**config.mk**
```make
export PLATFORM = sky130hd
export DESIGN_NAME = hilo_div_ctrl
export DESIGN_NICKNAME = d
export VERILOG_FILES = /design/src/rtl/hilo_div_pkg.sv /design/src/rtl/hilo_div_step.sv /design/src/rtl/hilo_div_ctrl.sv
export SDC_FILE = /design/constraint.sdc
export NUM_CORES = 1
export LEC_CHECK = 0
export ABC_CLOCK_PERIOD_IN_PS = 12700
export CAP_MARGIN = 25
export CORE_UTILIZATION = 32
export DETAILED_ROUTE_END_ITERATION = 8
export HOLD_SLACK_MARGIN = 0.06
export PLACE_DENSITY_LB_ADDON = 0.2
export SYNTH_ARGS = -nofsm -noshare
export SYNTH_HDL_FRONTEND = slang
export SYNTH_SLANG_ARGS = --single-unit
```
**constraint.sdc**
```tcl
create_clock -name clk -period 12.7 [get_ports clk]
set_input_delay 2.54 -clock clk [delete_from_list [all_inputs] [get_ports clk]]
set_output_delay 2.54 -clock clk [all_outputs]
set_load 0.1 [all_outputs]
```
**src/rtl/hilo_div_pkg.sv**
```systemverilog
// Shared types and constants for the HI/LO divide sequencer.
package hilo_div_pkg;

  localparam int HILO_WIDTH = 32;

  typedef enum logic [1:0] {
    ST_IDLE    = 2'b00,
    ST_DIVZERO = 2'b01,
    ST_ON      = 2'b10,
    ST_END     = 2'b11
  } div_state_e;

  localparam logic [HILO_WIDTH-1:0] DIVZERO_QUO = {HILO_WIDTH{1'b1}};

endpackage

```
**src/rtl/hilo_div_step.sv**
```systemverilog
// One radix-2 restoring division iteration, purely combinational.
module hilo_div_step #(
  parameter int WIDTH = 32
) (
  input  logic [WIDTH-1:0] i_rem,
  input  logic [WIDTH-1:0] i_divisor,
  input  logic             i_bit,
  output logic [WIDTH-1:0] o_rem,
  output logic             o_q
);

  logic [WIDTH:0]   trial;
  logic [WIDTH+1:0] diff;

  always_comb begin
    trial = {i_rem, i_bit};
    diff  = {1'b0, trial} - {2'b00, i_divisor};
    // A set top bit means the subtraction borrowed: restore the trial value.
    o_q   = ~diff[WIDTH+1];
    o_rem = diff[WIDTH+1] ? trial[WIDTH-1:0] : diff[WIDTH-1:0];
  end

endmodule

```
**src/rtl/hilo_div_ctrl.sv**
```systemverilog
// Multi-cycle DIV/DIVU sequencer driving the HI/LO write path.
// Optional HILO_DIV_EARLY_OUT_EN: skip iteration when |dividend| < |divisor|.
//
// state      | meaning
// -----------+------------------------------------------------
// ST_IDLE    | waiting for i_start, operands captured on accept
// ST_DIVZERO | divisor was zero, one filler cycle
// ST_ON      | iterating, one quotient bit per cycle
// ST_END     | result on o_hi/o_lo, o_done/o_whilo pulse
module hilo_div_ctrl
  import hilo_div_pkg::*;
#(
  parameter int WIDTH = HILO_WIDTH,
  parameter int CNT_W = 6
) (
  input  logic             clk,
  input  logic             rst,
  input  logic             i_start,
  input  logic             i_signed,
  input  logic [WIDTH-1:0] i_dividend,
  input  logic [WIDTH-1:0] i_divisor,
  input  logic             i_cancel,
  output logic             o_stall,
  output logic             o_busy,
  output logic             o_done,
  output logic             o_whilo,
  output logic [WIDTH-1:0] o_hi,
  output logic [WIDTH-1:0] o_lo
);

  div_state_e       state_q, state_d;
  logic [CNT_W-1:0] cnt_q, cnt_d;
  logic [WIDTH-1:0] rem_q, rem_d;
  logic [WIDTH-1:0] quo_q, quo_d;
  logic [WIDTH-1:0] dvs_q, dvs_d;
  logic             q_neg_q, q_neg_d;
  logic             r_neg_q, r_neg_d;
  logic [WIDTH-1:0] hi_q, hi_d;
  logic [WIDTH-1:0] lo_q, lo_d;
  logic             busy_q, busy_d;
  logic             done_q, done_d;

  logic [WIDTH-1:0] a_mag, b_mag;
  logic [WIDTH-1:0] step_rem;
  logic             step_q;

  hilo_div_step #(.WIDTH(WIDTH)) u_step (
    .i_rem     (rem_q),
    .i_divisor (dvs_q),
    .i_bit     (quo_q[WIDTH-1]),
    .o_rem     (step_rem),
    .o_q       (step_q)
  );

  always_comb begin
    a_mag = (i_signed && i_dividend[WIDTH-1]) ? (-i_dividend) : i_dividend;
    b_mag = (i_signed && i_divisor[WIDTH-1])  ? (-i_divisor)  : i_divisor;
  end

  always_comb begin
    state_d = state_q;
    cnt_d   = cnt_q;
    rem_d   = rem_q;
    quo_d   = quo_q;
    dvs_d   = dvs_q;
    q_neg_d = q_neg_q;
    r_neg_d = r_neg_q;
    hi_d    = hi_q;
    lo_d    = lo_q;

    case (state_q)
      ST_IDLE: begin
        if (i_start && !i_cancel) begin
          dvs_d   = b_mag;
          quo_d   = a_mag;
          rem_d   = '0;
          cnt_d   = '0;
          q_neg_d = i_signed & (i_dividend[WIDTH-1] ^ i_divisor[WIDTH-1]);
          r_neg_d = i_signed & i_dividend[WIDTH-1];
          if (i_divisor == '0) begin
            // Raw dividend parked in rem so DIVZERO can report it unmodified.
            state_d = ST_DIVZERO;
            rem_d   = i_dividend;
          end
`ifdef HILO_DIV_EARLY_OUT_EN
          else if (a_mag < b_mag) begin
            state_d = ST_END;
            hi_d    = i_dividend;
            lo_d    = '0;
          end
`endif
          else begin
            state_d = ST_ON;
          end
        end
      end
      ST_ON: begin
        rem_d = step_rem;
        quo_d = {quo_q[WIDTH-2:0], step_q};
        cnt_d = cnt_q + CNT_W'(1);
        if (cnt_q == CNT_W'(WIDTH-1)) begin
          state_d = ST_END;
          lo_d    = q_neg_q ? (-quo_d) : quo_d;
          hi_d    = r_neg_q ? (-rem_d) : rem_d;
        end
      end
      ST_DIVZERO: begin
        state_d = ST_END;
        lo_d    = DIVZERO_QUO[WIDTH-1:0];
        hi_d    = rem_q;
      end
      ST_END: begin
        state_d = ST_IDLE;
      end
      default: begin
        state_d = ST_IDLE;
      end
    endcase

    if (i_cancel) begin
      state_d = ST_IDLE;
      hi_d    = hi_q;
      lo_d    = lo_q;
    end

    busy_d = (state_d != ST_IDLE);
    done_d = (state_d == ST_END);
  end

  always_ff @(posedge clk) begin
    if (rst) begin
      state_q <= ST_IDLE;
      cnt_q   <= '0;
      rem_q   <= '0;
      quo_q   <= '0;
      dvs_q   <= '0;
      q_neg_q <= 1'b0;
      r_neg_q <= 1'b0;
      hi_q    <= '0;
      lo_q    <= '0;
      busy_q  <= 1'b0;
      done_q  <= 1'b0;
    end else begin
      state_q <= state_d;
      cnt_q   <= cnt_d;
      rem_q   <= rem_d;
      quo_q   <= quo_d;
      dvs_q   <= dvs_d;
      q_neg_q <= q_neg_d;
      r_neg_q <= r_neg_d;
      hi_q    <= hi_d;
      lo_q    <= lo_d;
      busy_q  <= busy_d;
      done_q  <= done_d;
    end
  end

  always_comb begin
    o_stall = ((state_q == ST_IDLE) && i_start && !i_cancel) ||
              (((state_q == ST_ON) || (state_q == ST_DIVZERO)) && !i_cancel);
    o_busy  = busy_q;
    o_done  = done_q;
    o_whilo = done_q;
    o_hi    = hi_q;
    o_lo    = lo_q;
  end

endmodule

```
==> run_1/layers.png <==
Only two layers are drawn.
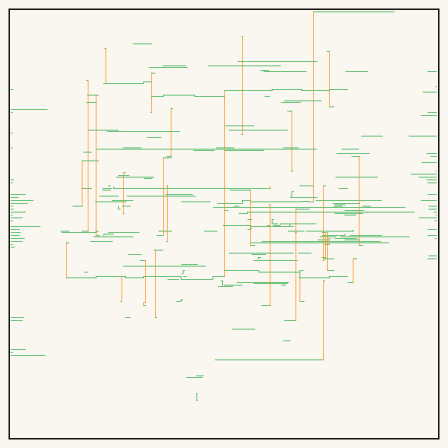
[green] M3 | wire length: 2330 um
[orange] M4 | wire length: 942 um

==> run_1/clock_nets.png <==
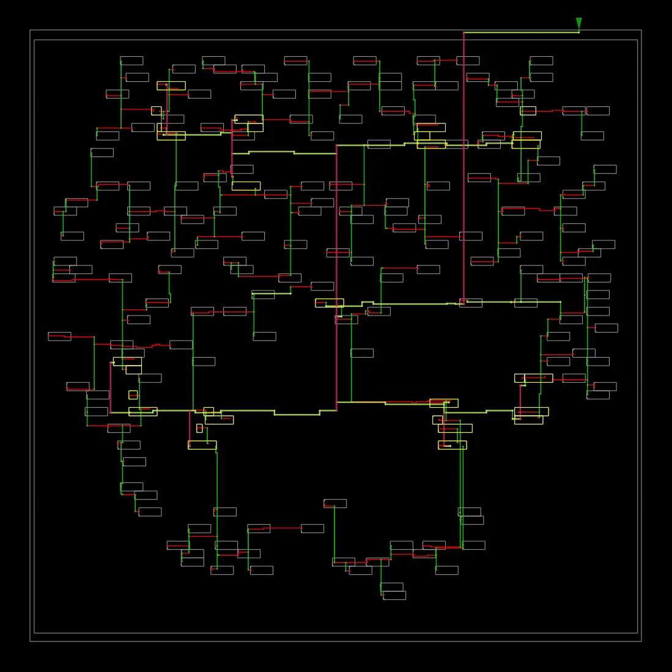
Worst-Skew Late Latency: 0.46 ns
total clock buffers created by CTS: 17

==> results.cfg, run 1 <==
; synthesis and place-and-route metrics
[synth]
logic_family = AND-OR/OR-AND gates
ys_warn_count = 0
ys_sh_aoi_pct = 28.73
xor_share_pct = 6.908
syn-num-nets = 1800
top_cell = nand2_1
synthCells = 1689
synthAdderAreaFrac_pct = 4.290
largest_area_cell = dfxtp_1
synth.area.top_cells = dfxtp_1 28%, a21oi_1 6.8%, nand2_1 5.9%, nor2_1 5.2%, xor2_1 4.8%
yosys-top-cells-count = 194 x nand2_1, 173 x nor2_1, 172 x dfxtp_1
top_area_share_pct = 27.71
yosys.cell_types.count = 79
ys_seq_elements = 172
synthesis.area_um2 = 12420
simple_gate_share_pct = 23.09
yosys_cells = 1689

[layout]
flop_area_um2 = 3443
area_dominant_class = multi-input combinational cells
comb_share_pct = 56.59
inverters = 60
drive_gt1_share_pct = 5.362
lay_top_cells = 194 x nand2_1, 172 x nor2_1, 172 x dfxtp_1, 167 x a21oi_1, 135 x clkdlybuf4s50_1
comb_cells = 1339
final_util_pct = 38.86
design_area_um2 = 14740
clk_share_pct = 4.015
seq_area_share_pct = 23.36
antenna_cells = 0
clock_buffers = 22

[detailed_routing]
antenna_left = 0
dr.max_layer_used = met5
drt_iter0_markers = 1017
wl_um = 43460
drc = 0
drtPass1Iterations = 5
wl_met2_um = 20770
vias = 12770
wl_met3_um = 2329

[power]
irDropWorstVdd_v = 0.0001018
power_frac_comb_pct = 42.3
comb_cell_power_mw = 0.856
intPower_mw = 1.174
leakagePower_nw = 5.191
p_sw_share_pct = 41.98
power_mw = 2.024
power.share.sequential_pct = 30.4
cellPowerDensity_nw_per_um2 = 137.3
powerClk_mw = 0.553
power.switching_mw = 0.8496
power_leader = combinational logic
pg_seq_mw = 0.614
clockPowerShare_pct = 27.3

[timing]
slew_headroom_pct = 31.21
hold_viol = 0
worst_slack_ns = 5.260
worstMarginPinSlew_ns = 1.032
period_used_pct = 58.58
tns_ns = 0
min_period_ns = 7.440
rsz0062_at_grt = no
setup_violations = 0

[placement]
pre_cts_slack_ns = 5.265
dpl_cell_area_um2 = 14120
dp_hpwl_um = 31830
placed_cells = 2233
gp_congestion = 0.8986
io_buffer_count = 136

[clocking]
htreeDepth = 4
numClockSinks = 172
postCtsSetupRepairBufs = 0

[worst_setup_path]
crit_end = o_stall
path_delay_family = buffers and inverters
worstSetupStartpointType = input port
crit_arrival_ns = 4.90
worstSetupPathType = in2out
cp.depth = 5
reg2reg_to = o_hi[30]$_SDFFE_PP0P_
crit_path_end_kind = primary output
reg2reg_from = rem_q[3]$_SDFFE_PP0P_

[run_status]
status = complete, no violations

[global_routing]
use_met1_pct = 29.09
track_usage_pct = 22.42
antenna_found_initial = 1
grt_start_max_net_pins = 89
grt_pass1_vias = 12250

[floorplan]
die_h_um = 199.0
taps = 511

[worst_hold_path]
hold_path_class = reg2reg
==> run_1/closeup.png <==
Scale bar: 10 um. Window x 85 to 115, y 85 to 115 um. Cells in grey, sequential cells in the stronger grey; small squares are vias.
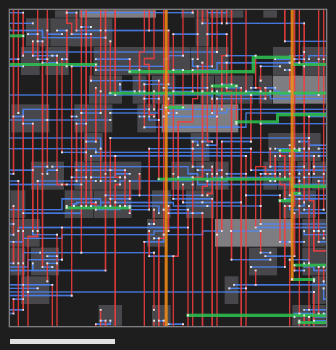
[blue] M1
[green] M3
[orange] M4
[red] M2
cells with their middle in the window: 53
most frequent: nand2_1 (8), mux2i_1 (4)
sequential cells in the window: 3
netlist names of flops here include: rem_q (2), o_hi (1)

run 1: worst min path at each step:
stage	from	endpoint	slack [ns]
after floorplan	dvs_q[23]$_SDFFE_PP0P_	dvs_q[23]$_SDFFE_PP0P_	0.43
after global placement	o_hi[8]$_SDFFE_PP0P_	o_hi[8]$_SDFFE_PP0P_	0.45
after detailed placement	o_hi[8]$_SDFFE_PP0P_	o_hi[8]$_SDFFE_PP0P_	0.45
after CTS	o_hi[8]$_SDFFE_PP0P_	o_hi[8]$_SDFFE_PP0P_	0.46
after global routing	o_hi[4]$_SDFFE_PP0P_	o_hi[4]$_SDFFE_PP0P_	0.48
final	o_hi[8]$_SDFFE_PP0P_	o_hi[8]$_SDFFE_PP0P_	0.45
==> run_1/m4.png <==
Supply wires on this layer in grey.
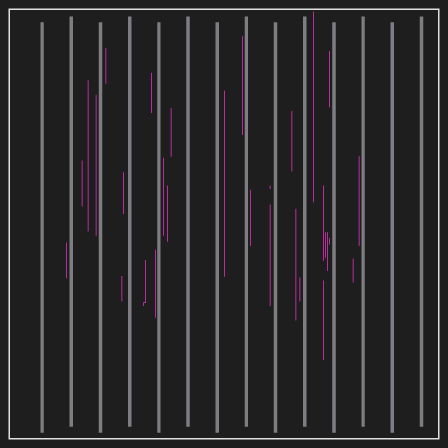

==> run 2: changes to the inputs <==
--- a/config.mk
+++ b/config.mk
@@ -5,7 +5,7 @@
 export SDC_FILE = /design/constraint.sdc
 export NUM_CORES = 1
 export LEC_CHECK = 0
-export ABC_CLOCK_PERIOD_IN_PS = 12700
+export ABC_CLOCK_PERIOD_IN_PS = 6950
 export CAP_MARGIN = 25
 export CORE_UTILIZATION = 32
 export DETAILED_ROUTE_END_ITERATION = 8
==> constraint.sdc (replaced) <==
create_clock -name clk -period 6.95 [get_ports clk]
set_input_delay 1.39 -clock clk [delete_from_list [all_inputs] [get_ports clk]]
set_output_delay 1.39 -clock clk [all_outputs]
set_load 0.1 [all_outputs]
==> run_2/m4.png <==
Supply wires on this layer in grey.
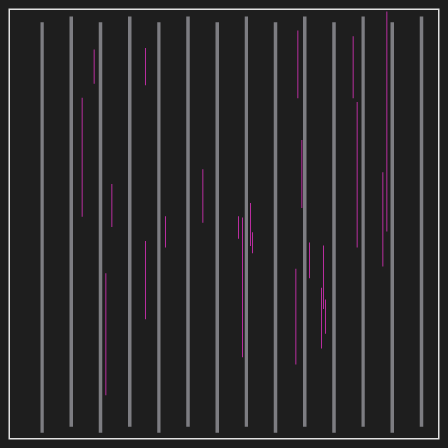
longest straight run: 102 um
share of all routed wire: 1.7%
main direction: vertical

==> run_2/m1.png <==
Supply wires on this layer in grey.
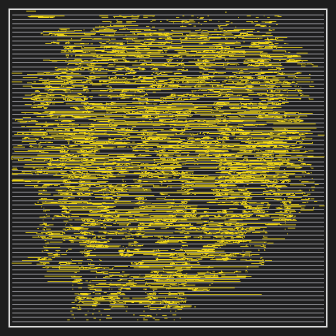
share of all routed wire: 46%
wire length on this layer: 20.8 mm
longest straight run: 132 um
nets with wire on the layer: 1734

==> run 2 against run 1 <==
Utilization fell by 0.073 points. Critical path depth is the same. Global-route usage up 0.44 points. Final area shrank 0.19%. Sequential cell count did not move. Register-to-register slack worse by 4.7 ns. Critical path type unchanged. Critical endpoint unchanged. Largest power group unchanged. Highest routed layer is now met4.
==> results.cfg, run 2 <==
; synthesis and place-and-route metrics
[timing]
hold_viol = 0
min_period_ns = 5.254
period_used_pct = 75.59
worstMarginPinSlew_ns = 1.013
setup_violations = 0
rsz0062_at_grt = no
worst_slack_ns = 1.696

[worst_setup_path]
crit_arrival_ns = 3.86
worstSetupStartpointType = input port
worstPathMaxFanout = 9
worstSetupPathType = in2out
slowest_delay_ns = 1.14
cp.depth = 5
path_delay_family = buffers and inverters
reg2reg_from = rem_q[15]$_SDFFE_PP0P_
crit_path_end_kind = primary output

[power]
comb_cell_power_mw = 1.60
irDropWorstVdd_v = 0.0001827
cellPowerDensity_nw_per_um2 = 248.6
power_mw = 3.657
powerClk_mw = 0.941
leakagePower_nw = 5.192
p_sw_share_pct = 43.61
power_frac_comb_pct = 43.7
power.switching_mw = 1.595
pg_seq_mw = 1.12
intPower_mw = 2.062

[layout]
seq_area_share_pct = 23.40
final_util_pct = 38.79
clock_buffers = 20
flop_area_um2 = 3443
comb_cells = 1339
area_dominant_class = multi-input combinational cells
lay_top_cells = 194 x nand2_1, 172 x nor2_1, 172 x dfxtp_1, 167 x a21oi_1, 135 x clkdlybuf4s50_1
design_area_um2 = 14710
inverters = 60
drive_gt1_share_pct = 5.739
antenna_cells = 0
clk_share_pct = 3.716
signal_buffers = 157
comb_share_pct = 56.70

[clocking]
worstSkewPairLatency_ns = 0.47
htreeDepth = 4
postCtsSetupRepairBufs = 0

[global_routing]
antenna_found_initial = 0
grt_pass1_vias = 12230
grt_start_max_net_pins = 74
track_usage_pct = 22.86

[detailed_routing]
drc = 0
drtPass1Iterations = 5
antenna_left = 0
avgViaCountPerCell = 5.691
vias = 12920
wl_um = 45040

[floorplan]
die_h_um = 199.0
taps = 511

[synth]
yosys_cells = 1689
syn-num-nets = 1800
xor_share_pct = 6.908
synthesis.area_um2 = 12420
mux_share_pct = 3.756
synth.area.top_cells = dfxtp_1 28%, a21oi_1 6.8%, nand2_1 5.9%, nor2_1 5.2%, xor2_1 4.8%
simple_gate_share_pct = 23.09
synthCells = 1689
yosysChipArea_um2 = 12420
synthAdderAreaFrac_pct = 4.290
yosys-top-cells-count = 194 x nand2_1, 173 x nor2_1, 172 x dfxtp_1
ys_sh_aoi_pct = 28.73
ys_warn_count = 0
top_cell = nand2_1
ys_seq_elements = 172

[placement]
placed_cells = 2239
dpl_cell_area_um2 = 14170
gp_congestion = 0.9645
io_buffer_count = 136
pre_cts_slack_ns = 1.679

[worst_hold_path]
min-delay-start = o_hi[4]$_SDFFE_PP0P_
hold_path_class = reg2reg

[run_status]
status = complete, no violations
run 2: cell types whose count changed in the layout (fill, tap and decap cells not counted), sizes merged:
cell,change
inv,+1
buf,+5
clkinvlp,-1
clkinv,+6
bufinv,-2
clkbuf,-2
run 2: metal layers:
layer	wire, um	vias up	share of wire, %	global-route usage [%]
met2	21250	361	47	38.38
li1	-	6304	-	-
met1	20790	6208	46	30.66
met3	2220	51	4.9	2.984
met4	779	0	1.7	5.726
met5	0	-	0	0
run 2: final timing paths:
path / end / slack, ns
worst max register to register: o_hi[28]$_SDFFE_PP0P_ / 1.82
worst min-delay path: o_hi[4]$_SDFFE_PP0P_ / 0.45
worst min register to register: o_hi[4]$_SDFFE_PP0P_ / 0.45
worst max-delay path: o_stall / 1.70
==> run_2/layers.png <==
Only two layers are drawn.
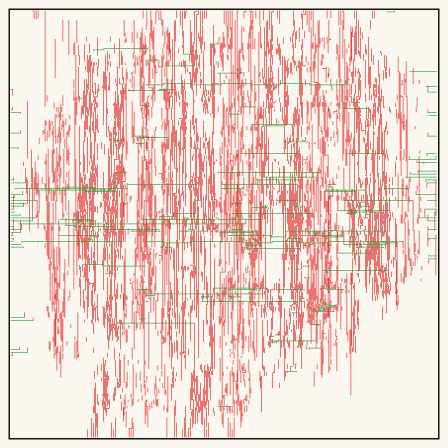

==> run 3: changes to the inputs <==
--- a/config.mk
+++ b/config.mk
@@ -5,7 +5,7 @@
 export SDC_FILE = /design/constraint.sdc
 export NUM_CORES = 1
 export LEC_CHECK = 0
-export ABC_CLOCK_PERIOD_IN_PS = 6950
+export ABC_CLOCK_PERIOD_IN_PS = 5500
 export CAP_MARGIN = 25
 export CORE_UTILIZATION = 32
 export DETAILED_ROUTE_END_ITERATION = 8
==> constraint.sdc (replaced) <==
create_clock -name clk -period 5.5 [get_ports clk]
set_input_delay 1.1 -clock clk [delete_from_list [all_inputs] [get_ports clk]]
set_output_delay 1.1 -clock clk [all_outputs]
set_load 0.1 [all_outputs]
==> run_3/layers.png <==
Only two layers are drawn.
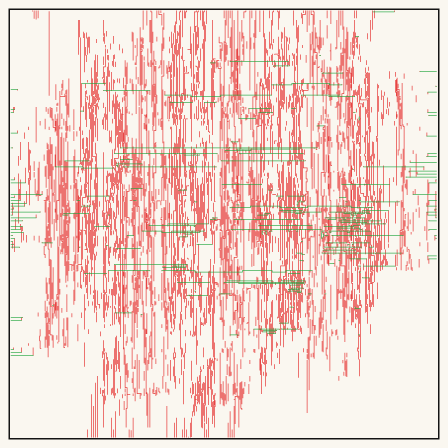
[red] M2 | wire length: 20.9 mm
[green] M3 | wire length: 2060 um

==> run 3 against run 2 <==
Cell count increased by 0.26%. Register-to-register slack lost 1.3 ns. Worst hold slack worse by 0.00097 ns. Power up 28%. Final area is 0.57% higher.
==> results.cfg, run 3 <==
; synthesis and place-and-route metrics
[timing]
hold_viol = 0
min_period_ns = 4.976
worstMarginPinSlew_ns = 1.020
period_used_pct = 90.47
tns_ns = 0
setup_violations = 0
rsz0062_at_grt = no
worst_slack_ns = 0.5240
slew_headroom_pct = 31.77

[power]
power.switching_mw = 2.000
clockPowerShare_pct = 26.8
power_frac_comb_pct = 43.2
leakagePower_nw = 5.235
comb_cell_power_mw = 2.02
cellPowerDensity_nw_per_um2 = 316.9
p_sw_share_pct = 42.66
pg_seq_mw = 1.41
intPower_mw = 2.689
irDropWorstVdd_v = 0.0002192
power.share.sequential_pct = 30.0
power_mw = 4.689
power_leader = combinational logic

[global_routing]
grt_start_max_net_pins = 82
grt_pass1_vias = 12340
track_usage_pct = 22.76
grt_use_met2_pct = 37.88
grt_busiest_layer = met2
grt-ovfl-total = 0
antenna_found_initial = 1
use_met1_pct = 30.88
met3_usage_pct = 2.848

[layout]
antenna_cells = 0
signal_buffers = 164
clk_share_pct = 3.924
lay_top_cells = 194 x nand2_1, 172 x nor2_1, 172 x dfxtp_1, 167 x a21oi_1, 134 x clkdlybuf4s50_1
comb_cells = 1339
final_util_pct = 39.01
seq_area_share_pct = 23.27
flop_area_um2 = 3443
inverters = 60
drive_gt1_share_pct = 6.116
comb_share_pct = 56.38
design_area_um2 = 14800
comb_area_um2 = 8342
syn_to_final_growth_pct = 19.09
area_dominant_class = multi-input combinational cells

[synth]
top_cell = nand2_1
ys_seq_elements = 172
synthCells = 1689
ys_warn_count = 0
yosys.cell_types.count = 79
yosysChipArea_um2 = 12420
yosys_cells = 1689
syn-num-nets = 1800
yosys-top-cells-count = 194 x nand2_1, 173 x nor2_1, 172 x dfxtp_1
top_area_share_pct = 27.71
synth.area.top_cells = dfxtp_1 28%, a21oi_1 6.8%, nand2_1 5.9%, nor2_1 5.2%, xor2_1 4.8%
synthesis.area_um2 = 12420
largest_area_cell = dfxtp_1

[clocking]
cts_made_buffers = 17
htreeDepth = 4
worstSkewPairLatency_ns = 0.46
postCtsSetupRepairBufs = 0

[detailed_routing]
dr.max_layer_used = met4
antenna_left = 0
wl_met1_um = 20660
vias = 13040
avgViaCountPerCell = 5.725
wl_met2_um = 20910
wl_um = 44430
drtPass1Iterations = 6
drc = 0
drt_iter0_markers = 1039
wl_met3_um = 2060

[worst_hold_path]
hold_path_class = reg2reg
min-delay-start = dvs_q[31]$_SDFFE_PP0P_
hold_end = dvs_q[31]$_SDFFE_PP0P_

[run_status]
status = complete, no violations

[worst_setup_path]
slowest_delay_ns = 0.54
worstSetupStartpointType = flip-flop
worstSetupPathType = reg2reg
crit_path_end_kind = flip-flop
r2r_setup_slack_ns = 0.52
reg2reg_from = rem_q[2]$_SDFFE_PP0P_
reg2reg_to = o_hi[28]$_SDFFE_PP0P_
path_delay_family = simple AND/OR/NAND/NOR gates
crit_end = o_hi[28]$_SDFFE_PP0P_
crit_arrival_ns = 5.36
cp_slowest_cell = dfxtp_1
cpMostUsedCell = nand3_1
cp.depth = 17
worstPathMaxFanout = 9

[floorplan]
taps = 511
die_width_um = 199.0
die_h_um = 199.0

[placement]
gp_congestion = 0.9813
io_buffer_count = 136
dp_hpwl_um = 32890
dpl_cell_area_um2 = 14220
pre_cts_slack_ns = 0.5131
placed_cells = 2246

[run]
warning_count = 29
==> run_3/clock_nets.png <==
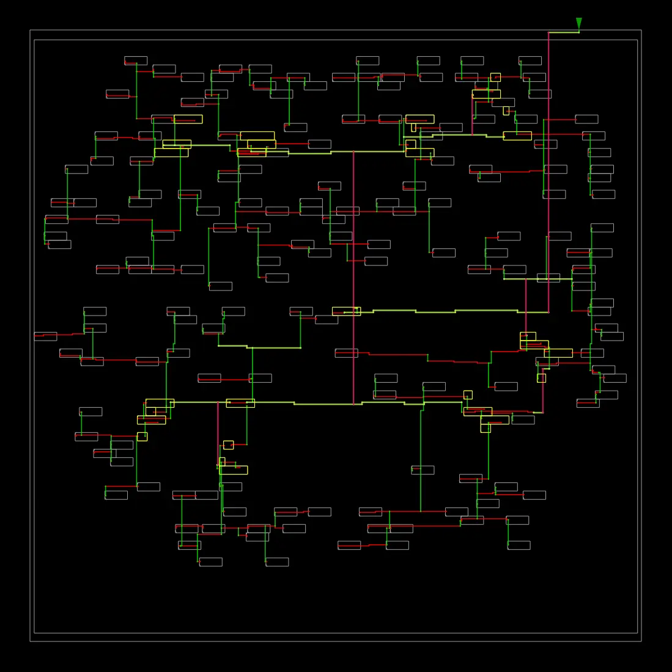
CTS Sinks: 172
clock-net power: 1.26 mW
clock skew: 0.02074 ns
flip-flops: 172
Layout clock buffers: 19

run 3: cell types whose count changed in the layout (fill, tap and decap cells not counted), moves of 2 or more:
cell,delta
buf_4,+8
clkinv_4,-3
bufinv_16,+2
clkinv_2,-2
clkinvlp_4,+2
run 3: cells by family (layout without fill, tap and decap cells):
family / after synthesis / in the layout / synth area share, %
buffers and inverters: 178 / 255 / 5.509
AND-OR/OR-AND: 548 / 548 / 28.73
AND/OR/NAND/NOR: 610 / 610 / 23.09
multiplexers: 41 / 41 / 3.756
XOR/XNOR: 98 / 98 / 6.908
adder cells (fa/ha/maj): 42 / 42 / 4.290
flip-flops: 172 / 172 / 27.71
Power figures rest on the tool's default switching activity, not on a simulated workload.
